**config.mk**
```make
export PLATFORM = sky130hd
export DESIGN_NAME = sta_tile_scheduler
export DESIGN_NICKNAME = d
export VERILOG_FILES = /design/src/rtl/sta_sched_pkg.sv /design/src/rtl/tile_pos_counter.sv /design/src/rtl/sta_tile_scheduler.sv
export SDC_FILE = /design/constraint.sdc
export NUM_CORES = 1
export LEC_CHECK = 0
export ABC_AREA = 1
export CORE_ASPECT_RATIO = 1.75
export CORE_MARGIN = 2
export CORE_UTILIZATION = 58
export CTS_CLUSTER_SIZE = 10
export DETAILED_ROUTE_END_ITERATION = 8
export PLACE_DENSITY = 0.85
export SYNTH_ARGS = -nofsm -noshare
export SYNTH_HDL_FRONTEND = slang
export SYNTH_SLANG_ARGS = --single-unit
```
**constraint.sdc**
```tcl
create_clock -name clk -period 5.61 [get_ports clk]
set_input_delay 1.122 -clock clk [delete_from_list [all_inputs] [get_ports clk]]
set_output_delay 1.122 -clock clk [all_outputs]
set_load 0.005 [all_outputs]
```
**src/rtl/sta_sched_pkg.sv**
```systemverilog
// Shared definitions for the STA tile scheduler.
//   SA_N          : systolic array edge, which is also the tile step
//   DRAIN_MIN     : minimum number of unstalled DRAIN cycles before CLEAR
//   sched_state_e : per-tile sequencing states
package sta_sched_pkg;

  localparam int SA_N      = 4;
  localparam int DRAIN_MIN = 2;

  typedef enum logic [2:0] {
    S_IDLE,
    S_BIAS,
    S_FEED,
    S_FLUSH,
    S_DONE,
    S_DRAIN,
    S_CLEAR,
    S_FIN
  } sched_state_e;

endpackage

```
**src/rtl/tile_pos_counter.sv**
```systemverilog
// Tile base-position counter for the STA tile scheduler.
// Walks row-major, column innermost, in steps of STEP.
// Ports:
//   clk, rst_n   : clock, async active-low reset
//   clear_i      : zero both coordinates (layer start)
//   advance_i    : step to the next tile
//   out_dim_i    : output map edge
//   pos_row_o    : current tile base row (registered)
//   pos_col_o    : current tile base col (registered)
//   last_o       : current tile is the final one of the layer
module tile_pos_counter
  import sta_sched_pkg::*;
#(
  parameter int N_BITS = 6,
  parameter int STEP   = SA_N
) (
  input  logic              clk,
  input  logic              rst_n,
  input  logic              clear_i,
  input  logic              advance_i,
  input  logic [N_BITS-1:0] out_dim_i,
  output logic [N_BITS-1:0] pos_row_o,
  output logic [N_BITS-1:0] pos_col_o,
  output logic              last_o
);

  localparam logic [N_BITS:0] STEP_W = (N_BITS+1)'(STEP);

  logic [N_BITS-1:0] row_q, row_d, col_q, col_d;
  logic [N_BITS:0]   col_inc, row_inc, dim_ext;
  logic              col_wrap;

  // One extra bit so a step past the top of the coordinate range still
  // compares as beyond the map edge.
  assign dim_ext  = {1'b0, out_dim_i};
  assign col_inc  = {1'b0, col_q} + STEP_W;
  assign row_inc  = {1'b0, row_q} + STEP_W;
  assign col_wrap = col_inc >= dim_ext;
  assign last_o   = col_wrap && (row_inc >= dim_ext);

  always_comb begin
    row_d = row_q;
    col_d = col_q;
    if (clear_i) begin
      row_d = '0;
      col_d = '0;
    end else if (advance_i) begin
      if (col_wrap) begin
        col_d = '0;
        row_d = row_inc[N_BITS-1:0];
      end else begin
        col_d = col_inc[N_BITS-1:0];
      end
    end
  end

  always_ff @(posedge clk or negedge rst_n) begin
    if (!rst_n) begin
      row_q <= '0;
      col_q <= '0;
    end else begin
      row_q <= row_d;
      col_q <= col_d;
    end
  end

  assign pos_row_o = row_q;
  assign pos_col_o = col_q;

endmodule

```
**src/rtl/sta_tile_scheduler.sv**
```systemverilog
// Sequences the 4x4 systolic tensor array across every output tile of a
// layer: per tile BIAS -> FEED(k_steps) -> FLUSH -> DONE -> DRAIN -> CLEAR.
// Optional macro STA_SCHED_PERF_EN adds busy/stall cycle counters.
// Ports:
//   clk, reset_n          : clock, async active-low reset
//   start                 : layer start, accepted only in IDLE
//   out_dim, k_steps      : layer geometry, latched on accepted start
//   stall                 : global stall, freezes everything
//   sta_idle              : datapath idle, gates DRAIN exit
//   busy, layer_done      : layer status
//   pos_row, pos_col      : tile base coordinates
//   load_bias, feed_en, feed_k, done, reset_sta : datapath strobes
//   perf_busy_cycles, perf_stall_cycles : (STA_SCHED_PERF_EN only)
module sta_tile_scheduler #(
  parameter int MAX_N        = 64,
  parameter int N_BITS       = $clog2(MAX_N),
  parameter int SA_N         = sta_sched_pkg::SA_N,
  parameter int MAX_K        = 1024,
  parameter int K_BITS       = $clog2(MAX_K+1),
  parameter int FLUSH_CYCLES = 3*SA_N-2
) (
  input  logic              clk,
  input  logic              reset_n,
  input  logic              start,
  input  logic [N_BITS-1:0] out_dim,
  input  logic [K_BITS-1:0] k_steps,
  input  logic              stall,
  input  logic              sta_idle,
  output logic              busy,
  output logic              layer_done,
  output logic [N_BITS-1:0] pos_row,
  output logic [N_BITS-1:0] pos_col,
  output logic              load_bias,
  output logic              feed_en,
  output logic [K_BITS-1:0] feed_k,
  output logic              done,
  output logic              reset_sta
`ifdef STA_SCHED_PERF_EN
  ,
  output logic [31:0]       perf_busy_cycles,
  output logic [31:0]       perf_stall_cycles
`endif
);

  import sta_sched_pkg::*;

  localparam logic [K_BITS-1:0] FLUSH_LAST = K_BITS'(FLUSH_CYCLES-1);
  localparam logic [K_BITS-1:0] DRAIN_LAST = K_BITS'(DRAIN_MIN-1);

  sched_state_e      state_q, state_d;
  logic [K_BITS-1:0] cnt_q, cnt_d, cnt_inc;
  logic [K_BITS-1:0] k_q;
  logic [N_BITS-1:0] dim_q;
  logic              accept, advance, last;

  logic              busy_d, layer_done_d, load_bias_d, feed_en_d, done_d, reset_sta_d;
  logic [K_BITS-1:0] feed_k_d;

  assign accept  = (state_q == S_IDLE) && start && !stall;
  assign advance = (state_q == S_CLEAR) && !stall;
  assign cnt_inc = cnt_q + K_BITS'(1);

  always_ff @(posedge clk or negedge reset_n) begin
    if (!reset_n) begin
      dim_q <= '0;
      k_q   <= '0;
    end else if (accept) begin
      dim_q <= out_dim;
      k_q   <= k_steps;
    end
  end

  tile_pos_counter #(
    .N_BITS (N_BITS),
    .STEP   (SA_N)
  ) u_pos (
    .clk       (clk),
    .rst_n     (reset_n),
    .clear_i   (accept),
    .advance_i (advance),
    .out_dim_i (dim_q),
    .pos_row_o (pos_row),
    .pos_col_o (pos_col),
    .last_o    (last)
  );

  // State, shared phase counter and registered outputs.
  always_ff @(posedge clk or negedge reset_n) begin
    if (!reset_n) begin
      state_q    <= S_IDLE;
      cnt_q      <= '0;
      busy       <= 1'b0;
      layer_done <= 1'b0;
      load_bias  <= 1'b0;
      feed_en    <= 1'b0;
      feed_k     <= '0;
      done       <= 1'b0;
      reset_sta  <= 1'b0;
    end else begin
      state_q    <= state_d;
      cnt_q      <= cnt_d;
      busy       <= busy_d;
      layer_done <= layer_done_d;
      load_bias  <= load_bias_d;
      feed_en    <= feed_en_d;
      feed_k     <= feed_k_d;
      done       <= done_d;
      reset_sta  <= reset_sta_d;
    end
  end

  // cnt_q is the feed index in FEED, the cycle count in FLUSH and the
  // unstalled-cycle count in DRAIN (saturating at DRAIN_LAST).
  always_comb begin
    state_d = state_q;
    cnt_d   = cnt_q;
    if (!stall) begin
      unique case (state_q)
        S_IDLE: begin
          cnt_d = '0;
          if (start) state_d = (out_dim == '0) ? S_FIN : S_BIAS;
        end
        S_BIAS: begin
          cnt_d   = '0;
          state_d = (k_q == '0) ? S_FLUSH : S_FEED;
        end
        S_FEED: begin
          if (cnt_inc == k_q) begin
            state_d = S_FLUSH;
            cnt_d   = '0;
          end else begin
            cnt_d = cnt_inc;
          end
        end
        S_FLUSH: begin
          if (cnt_q == FLUSH_LAST) begin
            state_d = S_DONE;
            cnt_d   = '0;
          end else begin
            cnt_d = cnt_inc;
          end
        end
        S_DONE: begin
          state_d = S_DRAIN;
          cnt_d   = '0;
        end
        S_DRAIN: begin
          if (cnt_q >= DRAIN_LAST) begin
            if (sta_idle) begin
              state_d = S_CLEAR;
              cnt_d   = '0;
            end
          end else begin
            cnt_d = cnt_inc;
          end
        end
        S_CLEAR: state_d = last ? S_FIN : S_BIAS;
        S_FIN:   state_d = S_IDLE;
        default: state_d = S_IDLE;
      endcase
    end
  end

  // Outputs are a function of the next state so they land in registers.
  always_comb begin
    busy_d       = (state_d != S_IDLE) && (state_d != S_FIN);
    layer_done_d = (state_d == S_FIN);
    load_bias_d  = (state_d == S_BIAS);
    feed_en_d    = (state_d == S_FEED);
    feed_k_d     = (state_d == S_FEED) ? cnt_d : '0;
    done_d       = (state_d == S_DONE);
    reset_sta_d  = (state_d == S_CLEAR);
  end

`ifdef STA_SCHED_PERF_EN
  logic [31:0] perf_busy_q, perf_stall_q;

  always_ff @(posedge clk or negedge reset_n) begin
    if (!reset_n) begin
      perf_busy_q  <= '0;
      perf_stall_q <= '0;
    end else if (accept) begin
      perf_busy_q  <= '0;
      perf_stall_q <= '0;
    end else begin
      if (busy && !(&perf_busy_q))           perf_busy_q  <= perf_busy_q + 32'd1;
      if (busy && stall && !(&perf_stall_q)) perf_stall_q <= perf_stall_q + 32'd1;
    end
  end

  assign perf_busy_cycles  = perf_busy_q;
  assign perf_stall_cycles = perf_stall_q;
`else
  // Performance counters not built.
`endif

endmodule

```
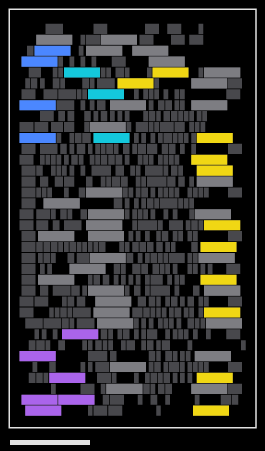
Fig. 1. Sequential cells grouped by signal name.
The bar under the picture is 20 µm long. Other sequential cells in the stronger grey, the rest of the logic in the fainter grey.
legend:
  u_pos.pos_col_o:
    colour: blue
    flops: 4
    where: top left
  state_q:
    colour: cyan
    flops: 3
  dim_q:
    colour: purple
    flops: 6
    where: bottom left
  cnt_q:
    colour: yellow
    flops: 11
not coloured: 32
flip-flop and latch share of the layout cell area: 35.99%
Reg area: 0.001401 mm²
Seq power: 0.733 mW
final core occ: 70.28%

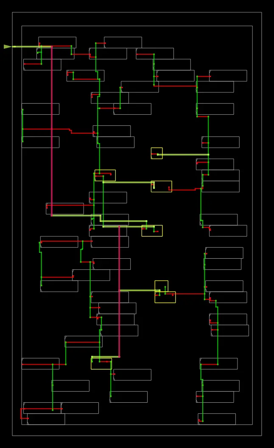
Fig. 2. Clock routing.
number of clock sinks seen by CTS: 56
total of clock buffers placed in the layout: 5

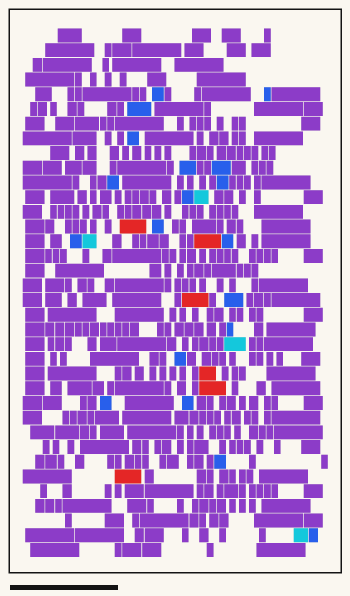
Fig. 3. Drive-strength map.
The bar under the picture is 20 µm long.
legend:
  drive 3 to 4:
    colour: cyan
    cells: 4
    share: 0.79%
  drive 2:
    colour: blue
    cells: 19
    share: 3.7%
  drive 6 and up:
    colour: red
    cells: 6
    share: 1.2%
  drive 1 or less:
    colour: purple
    cells: 480
    share: 94%
Finished Cell Area: 0.003894 mm²
post-layout worst setup margin: 2808 ps
area delta synth->final: 17.52%
Non-clk bufs: 48

==> results.txt <==
This note records the results obtained with Yosys and OpenROAD.

Clocking
The total of hold buffers inserted after clock tree synthesis is 0. In this run the post-CTS setup repair buffer count came out at 0. The clock-pin slew on the worst setup and hold paths is 100 ps. The clock tree buffer depth is 2.

In this run, post-CTS repair resized a total of 0 instances. TritonCTS built the clock tree. The H-tree was split into 2 levels.

Worst setup path
The worst reg-to-reg path cell count is 12. The cell type of the slowest stage on the worst timing path is sky130_fd_sc_hd__clkdlybuf4s50_1. The worst setup path is launched from an input pin. The sum of buffers and inverters on the critical path is 2.

The critical path class is in2reg. The arrival time of the worst setup path is 3030 ps. The signal on the critical path passes through clkdlybuf4s50_1, nor4_1, a31oi_1, nand3_1, nand2_1, inv_1, nand4_2, nor2_1. The logic depth of the worst setup path including buffers is 8.

Detailed routing
The via count is 3117. The via count normalized by instance count is 5.328. After detailed routing, the number of remaining DRC violations is 0. The final wirelength is 7.913 mm. The initial DRC count is 150.

The post-detailed-route wirelength per cell is 13.53 µm.

Synth
Warnings reported by Yosys during synthesis add up to 0. Per the synth stats, the proportion of register bits with asynchronous set or reset is 100.0%. The main area contributors are sky130_fd_sc_hd__dfrtp_1 (42%), sky130_fd_sc_hd__nand2_1 (17%), sky130_fd_sc_hd__inv_1 (8.0%). The prevailing post-synth register cell is sky130_fd_sc_hd__dfrtp_1. The and-or/or-and share of the synthesized area is 8.421%. According to the Yosys statistics, the synthesized design has a chip area of ~0.0033 mm². Of the total synthesized cell area, the portion taken by XOR and XNOR cells is 1.057%. The number of distinct library cells after synthesis is 34.

In the Yosys report, the sequential cells make up 42.30% of the chip area. The cell area that synthesis handed to floorplanning was 0.003313 mm². The synthesized netlist cell count is between 400 and 500. After synthesis, the design contains 464 cells according to Yosys. The adder and majority cell fraction of the synthesized area is 4.532%.

Pwr
The design draws 2.023 mW. The sequential power share is 36.2%. The largest voltage drop on the vdd net is between 0.3 and 0.4 mV. The power in combinational cells is 1.07 mW.

Internal power comes to 1.082 mW. The power spent charging and discharging nets is 0.9411 mW. Total power normalized to cell area comes to 519.7 mW/mm².

Place
The number of cells after detailed placement is 578. During placement, the flow inserted port buffers numbering 46. Before CTS, the worst setup slack after placement is 2496 ps. The estimated wirelength of the detail-placed design is 6.146 mm. The last weighted congestion value of the routability-driven placer is about 0.93.

The cell area after placement is 0.003809 mm².

Final timing
The highest clock rate this design can be run at is 356.9 MHz. The clock period could shrink to 2802 ps. Setup repair after global routing left no endpoint under its margin. For this run, the final setup violation count is recorded as 0. The final clock period utilization by the worst path is 49.95%.

The number of hold violations in the final report is 0. The final worst clock skew is 16.69 ps. The final total negative setup slack is 0 ps. For the pin with the worst max-slew slack, the measured transition is 920.4 ps. Measured against its own limit, the worst slew margin works out to about two fifths. The tightest hold margin is 564.6 ps.

Flow run
The count of warning messages emitted by the tools is 27. The tool flagged a number of max-cap violations equal to 0.

Die
For this design the top-level I/O count stands at 51. The number of core rows is 36. The horizontal die dimension is 61.14 µm. The starting utilization of the core area is between 50% and 60%.

Worst hold path
The min-delay analysis places its worst path in the category reg2reg. Hold analysis shows the worst path with a depth of 2.

Run status
The run finished with clean final reports.

Layout
The filler cell count is 486. The final report lists a non-filler cell total of 585. The dominant logic cell type in the layout is sky130_fd_sc_hd__nand2_1. In the final layout, the registers with the most flip-flops are cnt_q: 11 flops, feed_k: 11 flops, k_q: 11 flops. The finished design was reported to have a net count of 543.

Global route
The global routing usage summed across all routing layers is 27.12%. The pin count of the biggest net entering global routing is 57.
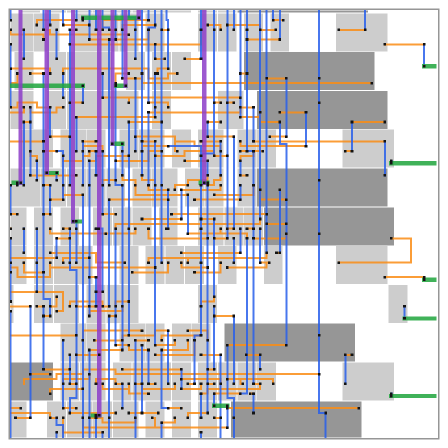
Fig. 4. Zoomed window.
Region (31, 11) to (61, 41) µm. Cells in grey, sequential cells in the stronger grey; small squares are vias.
legend:
  met1:
    colour: orange
  met2:
    colour: blue
  met4:
    colour: purple
  met3:
    colour: green
most frequent: nand2_1 (41), inv_1 (13)
sequential cells in the window: 6
netlist names of flops here include: cnt_q (3), feed_k (3)
cells with their middle in the window: 98

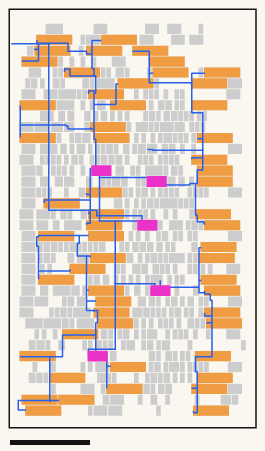
Fig. 5. Clock network drawn from the DEF.
The bar under the picture is 20 µm long.
legend:
  clock wires:
    colour: blue
    length: 624 µm
  cells driving clock nets:
    colour: magenta
    count: 5
  flip-flops:
    colour: orange
    count: 56
flops lie: spread over the die
clock insertion delay at the later pin of the skew report: 320 ps
portion of total power attributed to the clock network: 10.9%
power drawn by the clock network: 0.220 mW

-- per-layer routing --
metal,up-vias,GRT usage [%],share of wire (%)
li1,1530,-,-
met5,-,0,0
met2,124,44.76,52
met3,42,4.726,4.4
met1,1421,28.19,36
met4,0,21.43,7.8
-- layout make-up --
| type | instances | area [µm²] | share of cell area [%] |
|---|---|---|---|
| Clock buffer | 5 | 68.82 | 1.767 |
| Multi-Input combinational cell | 324 | 1564 | 40.17 |
| Inverter | 74 | 277.8 | 7.134 |
| Tap cell | 76 | 95.09 | 2.442 |
| Clock inverter | 2 | 16.27 | 0.4177 |
| Sequential cell | 56 | 1401 | 35.99 |
| Timing Repair Buffer | 48 | 470.5 | 12.08 |
-- worst register-to-register path, cell delays in order, from the launching register on --
cell,delay (ps)
sky130_fd_sc_hd__dfrtp_1,440
sky130_fd_sc_hd__ha_1,240
sky130_fd_sc_hd__xor2_1,190
sky130_fd_sc_hd__ha_1,310
sky130_fd_sc_hd__a21oi_1,60
sky130_fd_sc_hd__or2_2,290
sky130_fd_sc_hd__nand4_1,130
sky130_fd_sc_hd__nand3_1,110
sky130_fd_sc_hd__nand3_1,100
sky130_fd_sc_hd__nand2_1,110
sky130_fd_sc_hd__inv_1,130
sky130_fd_sc_hd__nand4_2,340
sky130_fd_sc_hd__nor2_1,220
-- final timing paths --
kind | from | end | slack (ps)
setup / recovery | out_dim[3] | feed_k[2] | 2810
hold / removal | k_q[3] | k_q[3] | 560
setup reg to reg | u_pos.pos_row_o[2] | feed_k[2] | 2860
hold reg to reg | k_q[3] | k_q[3] | 560
max in group asynchronous | reset_n | cnt_q[0] | 4230
min in group asynchronous | reset_n | k_q[5] | 930
-- cells by family after synthesis --
group | count (synthesis)
compound gates | 51
simple gates | 253
flops | 56
other cells | 1
xor+xnor | 4
fa+ha+maj | 12
buf+inv | 87
Power is estimated from default activity; no workload was simulated.
